==> config.mk <==
export PLATFORM = sky130hd
export DESIGN_NAME = vec_loader_flat
export DESIGN_NICKNAME = d
export VERILOG_FILES = /design/src/rtl/vec_loader_if.sv /design/src/rtl/vec_loader.sv /design/src/flat_wrapper.sv
export SDC_FILE = /design/constraint.sdc
export NUM_CORES = 1
export LEC_CHECK = 0
export ABC_AREA = 1
export CORE_MARGIN = 5
export CORE_UTILIZATION = 55
export CTS_CLUSTER_DIAMETER = 60
export DETAILED_ROUTE_END_ITERATION = 8
export PLACE_DENSITY = 0.84
export SLEW_MARGIN = 10
export SYNTH_ARGS = -nofsm -noshare
export SYNTH_HDL_FRONTEND = slang
export SYNTH_SLANG_ARGS = --single-unit
==> constraint.sdc <==
create_clock -name i_clk -period 17.98 [get_ports i_clk]
set_input_delay 5.394 -clock i_clk [delete_from_list [all_inputs] [get_ports i_clk]]
set_output_delay 5.394 -clock i_clk [all_outputs]
set_load 0.02 [all_outputs]
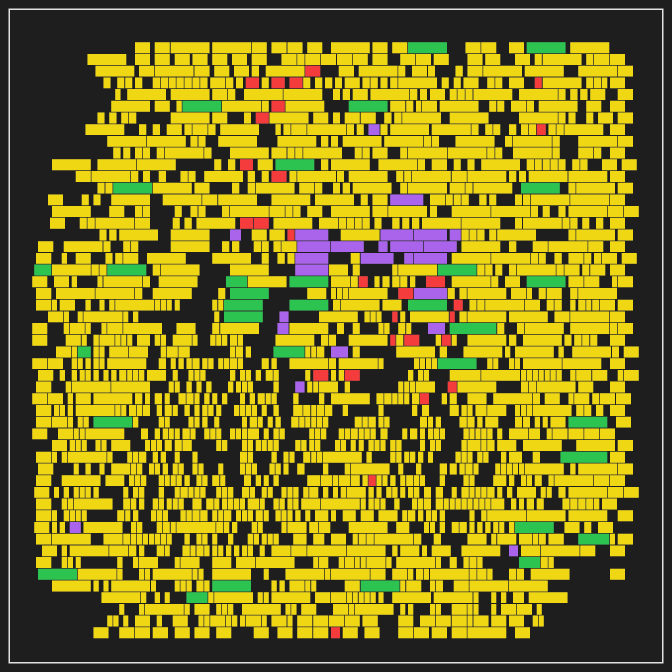
(run_1/drive_strength.png)
- drive 2: red (cells 28)
- drive 6 and up: green (cells 32)
- drive 1 or less: yellow (cells 1507)
- drive 3 to 4: purple (cells 25)
Non-clk bufs: 249
final worst slack: 10.35 ns
Design Area, Final: 0.01418 sq mm
synth-to-layout area growth: 28.61%

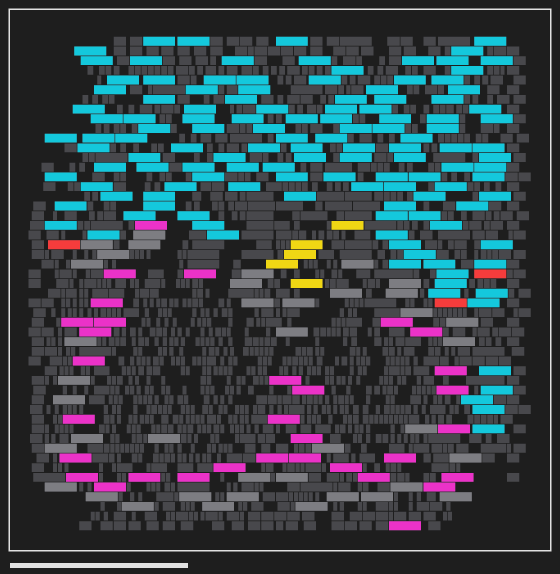
(run_1/registers.png)
Scale bar: 50 microns. Other sequential cells in the stronger gray, the rest of the logic in the fainter gray.
- u_core.bus.o_write_addr: red (flops 3)
- u_core.rsp_cnt: yellow (flops 5; where center)
- u_core.bus.o_mem_addr: magenta (flops 32)
- u_core.bus.o_write_data: cyan (flops 128)
- not colored: 39
Core Util, Final: 72.38%
sequential share of cell area: 36.53%
sequential power: 0.739 mW
Reg area: 0.005180 sq mm

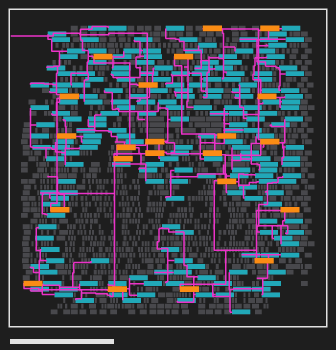
(run_1/clock_map.png)
Scale bar: 50 microns.
- cells driving clock nets: orange (count 22)
- clock wires: magenta (length 2460 microns)
- flip-flops: cyan (count 207)
- flops lie: all over the die
Latency at later pin: 0.51 ns
Clock power frac: 17.5%

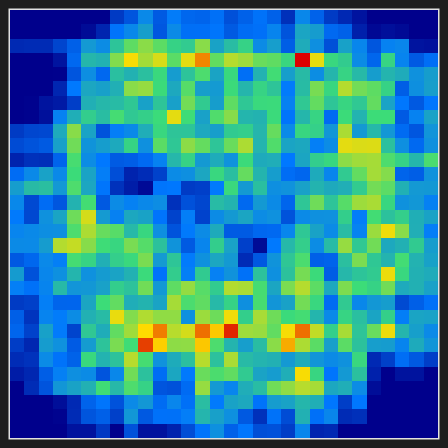
(run_1/wire_density.png)
30 x 30 tiles, from dark blue (low) to red (high), scaled to the fullest tile. Values are wire area over tile area, all layers added.
- fullest tile: 0.66
- tiles over half the peak: 19%
- emptiest ninth of the die: north-west
via count: 10097
final wirelength: 31.06 mm
Global Route Usage Sum: 26.77%

==> run summary, run 1 <==
Status - completed
GRT met3 Usage - 4.521%
Logic area - 0.004907 sq mm
First-pass GRT wire length - 49.69 mm
Area-dominant class - registers
FA/HA/MAJ Cells, Area Fraction - 4.381%
Final period util - 42.43%
Top delay family on crit path - buffers and inverters
Post_cts resized - 0
Fill count - 1544
Pwr Density - 186.2 mW/mm^2
Power Total - 2.640 mW
Final Hold Fails - 0
Top cells by area - dfrtp_1, nand2_1, nand3_1
Clk buf depth - 3
Largest net degree at the start of global routing - 135
TritonCTS sink count - 207
N_diodes - 0
Worst-Margin Slew - 0.9679 ns
Cell area after synthesis - 0.01102 sq mm
Synth top cells by count - nand2_1, dfrtp_1, nand3_1, inv_1, o21ai_1
Mean post-synth cell area - 8.065 sq um
==> run_1/final_placement.png <==
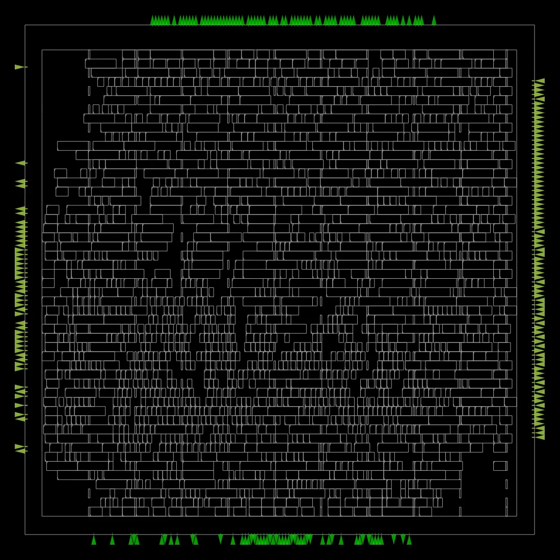

==> inputs of run 2 (changes only) <==
CORE_UTILIZATION = 46   (was 55)
PLACE_DENSITY = 0.75   (was 0.84)
clock period = 7 ns   (was 17.98 ns; I/O delays follow)
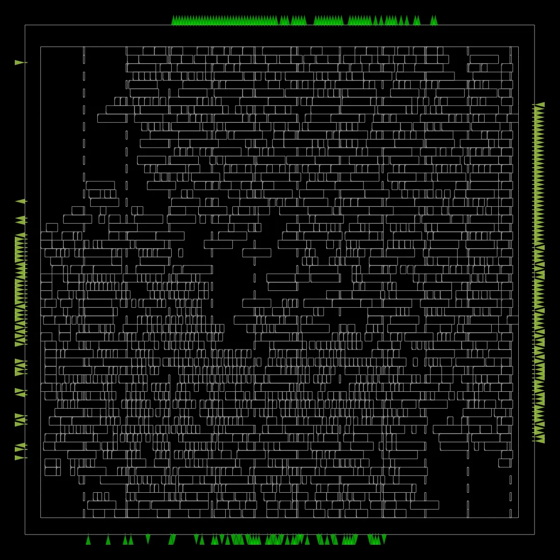
(run_2/final_placement.png)
fill count: 2094
registers: 207

==> run 2 against run 1 <==
Against the previous run:
- clock skew fell by 0.0088 ns
- hold slack worse by 0.011 ns
- die size rose by 18%
- highest routed layer unchanged
==> run summary, run 2 <==
Final Hold Fails - 0
NetSw - 3.105 mW
Type of element launching the critical path - primary input
Core box area - 0.02354 sq mm
Final worst slack - 2.637 ns
Sequential share of cell area - 36.35%
N_diodes - 0
Grt total ovfl - 0
Synth top cells by count - nand2_1, dfrtp_1, nand3_1, inv_1, o21ai_1
Clk buf depth - 3
Root buffer cell - clkbuf_16
Reg area - 0.005180 sq mm
Area-dominant class - registers
Clock power frac - 17.5%
Worst hold margin - 0.4707 ns
GRT met3 Usage - 4.243%
# port buffers - 247
Worst-Margin Slew - 0.9978 ns
Clock Pin Slew Worst Setup and Hold Paths - 0.06 ns
Top delay family on crit path - buffers and inverters
Synth-to-layout area growth - 29.25%
Routing usage on met2 - 37.57%
Sequential power - 1.89 mW
Power Total - 6.758 mW
TritonCTS sink count - 207
Design Area, Final - 0.01425 sq mm
Largest net degree at the start of global routing - 141
Layer with the highest usage - met2
Slowest CP cell - nand2_8
Latency at later pin - 0.52 ns
Tally of OpenROAD warnings - 33
Comb/total area - 34.44%
First-pass GRT wire length - 49.91 mm
Sw Ratio - 45.94%
Cell area after synthesis - 0.01102 sq mm
Status - completed
Pwr Density - 474.3 mW/mm^2
Core Util, Final - 60.52%
Mean post-synth cell area - 8.065 sq um
Post_cts resized - 0
Final period util - 62.32%
Non-clk bufs - 250
Top cells by area - dfrtp_1, nand2_1, nand3_1
Logic area - 0.004907 sq mm
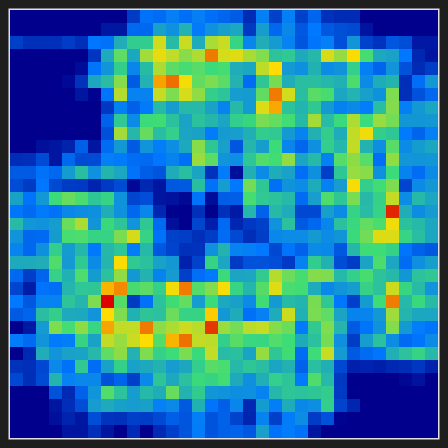
(run_2/wire_density.png)
33 x 33 tiles, from dark blue (low) to red (high), scaled to the fullest tile. Values are wire area over tile area, all layers added.
- nearly empty tiles: 12%
- fullest tile: 0.60
- emptiest ninth of the die: north-west
Global Route Usage Sum: 22.76%
via count: 9840
Avg WL per Cell: 16.51 microns
final wirelength: 31.53 mm

No activity file was given, so power comes from the tool's default toggle rates.
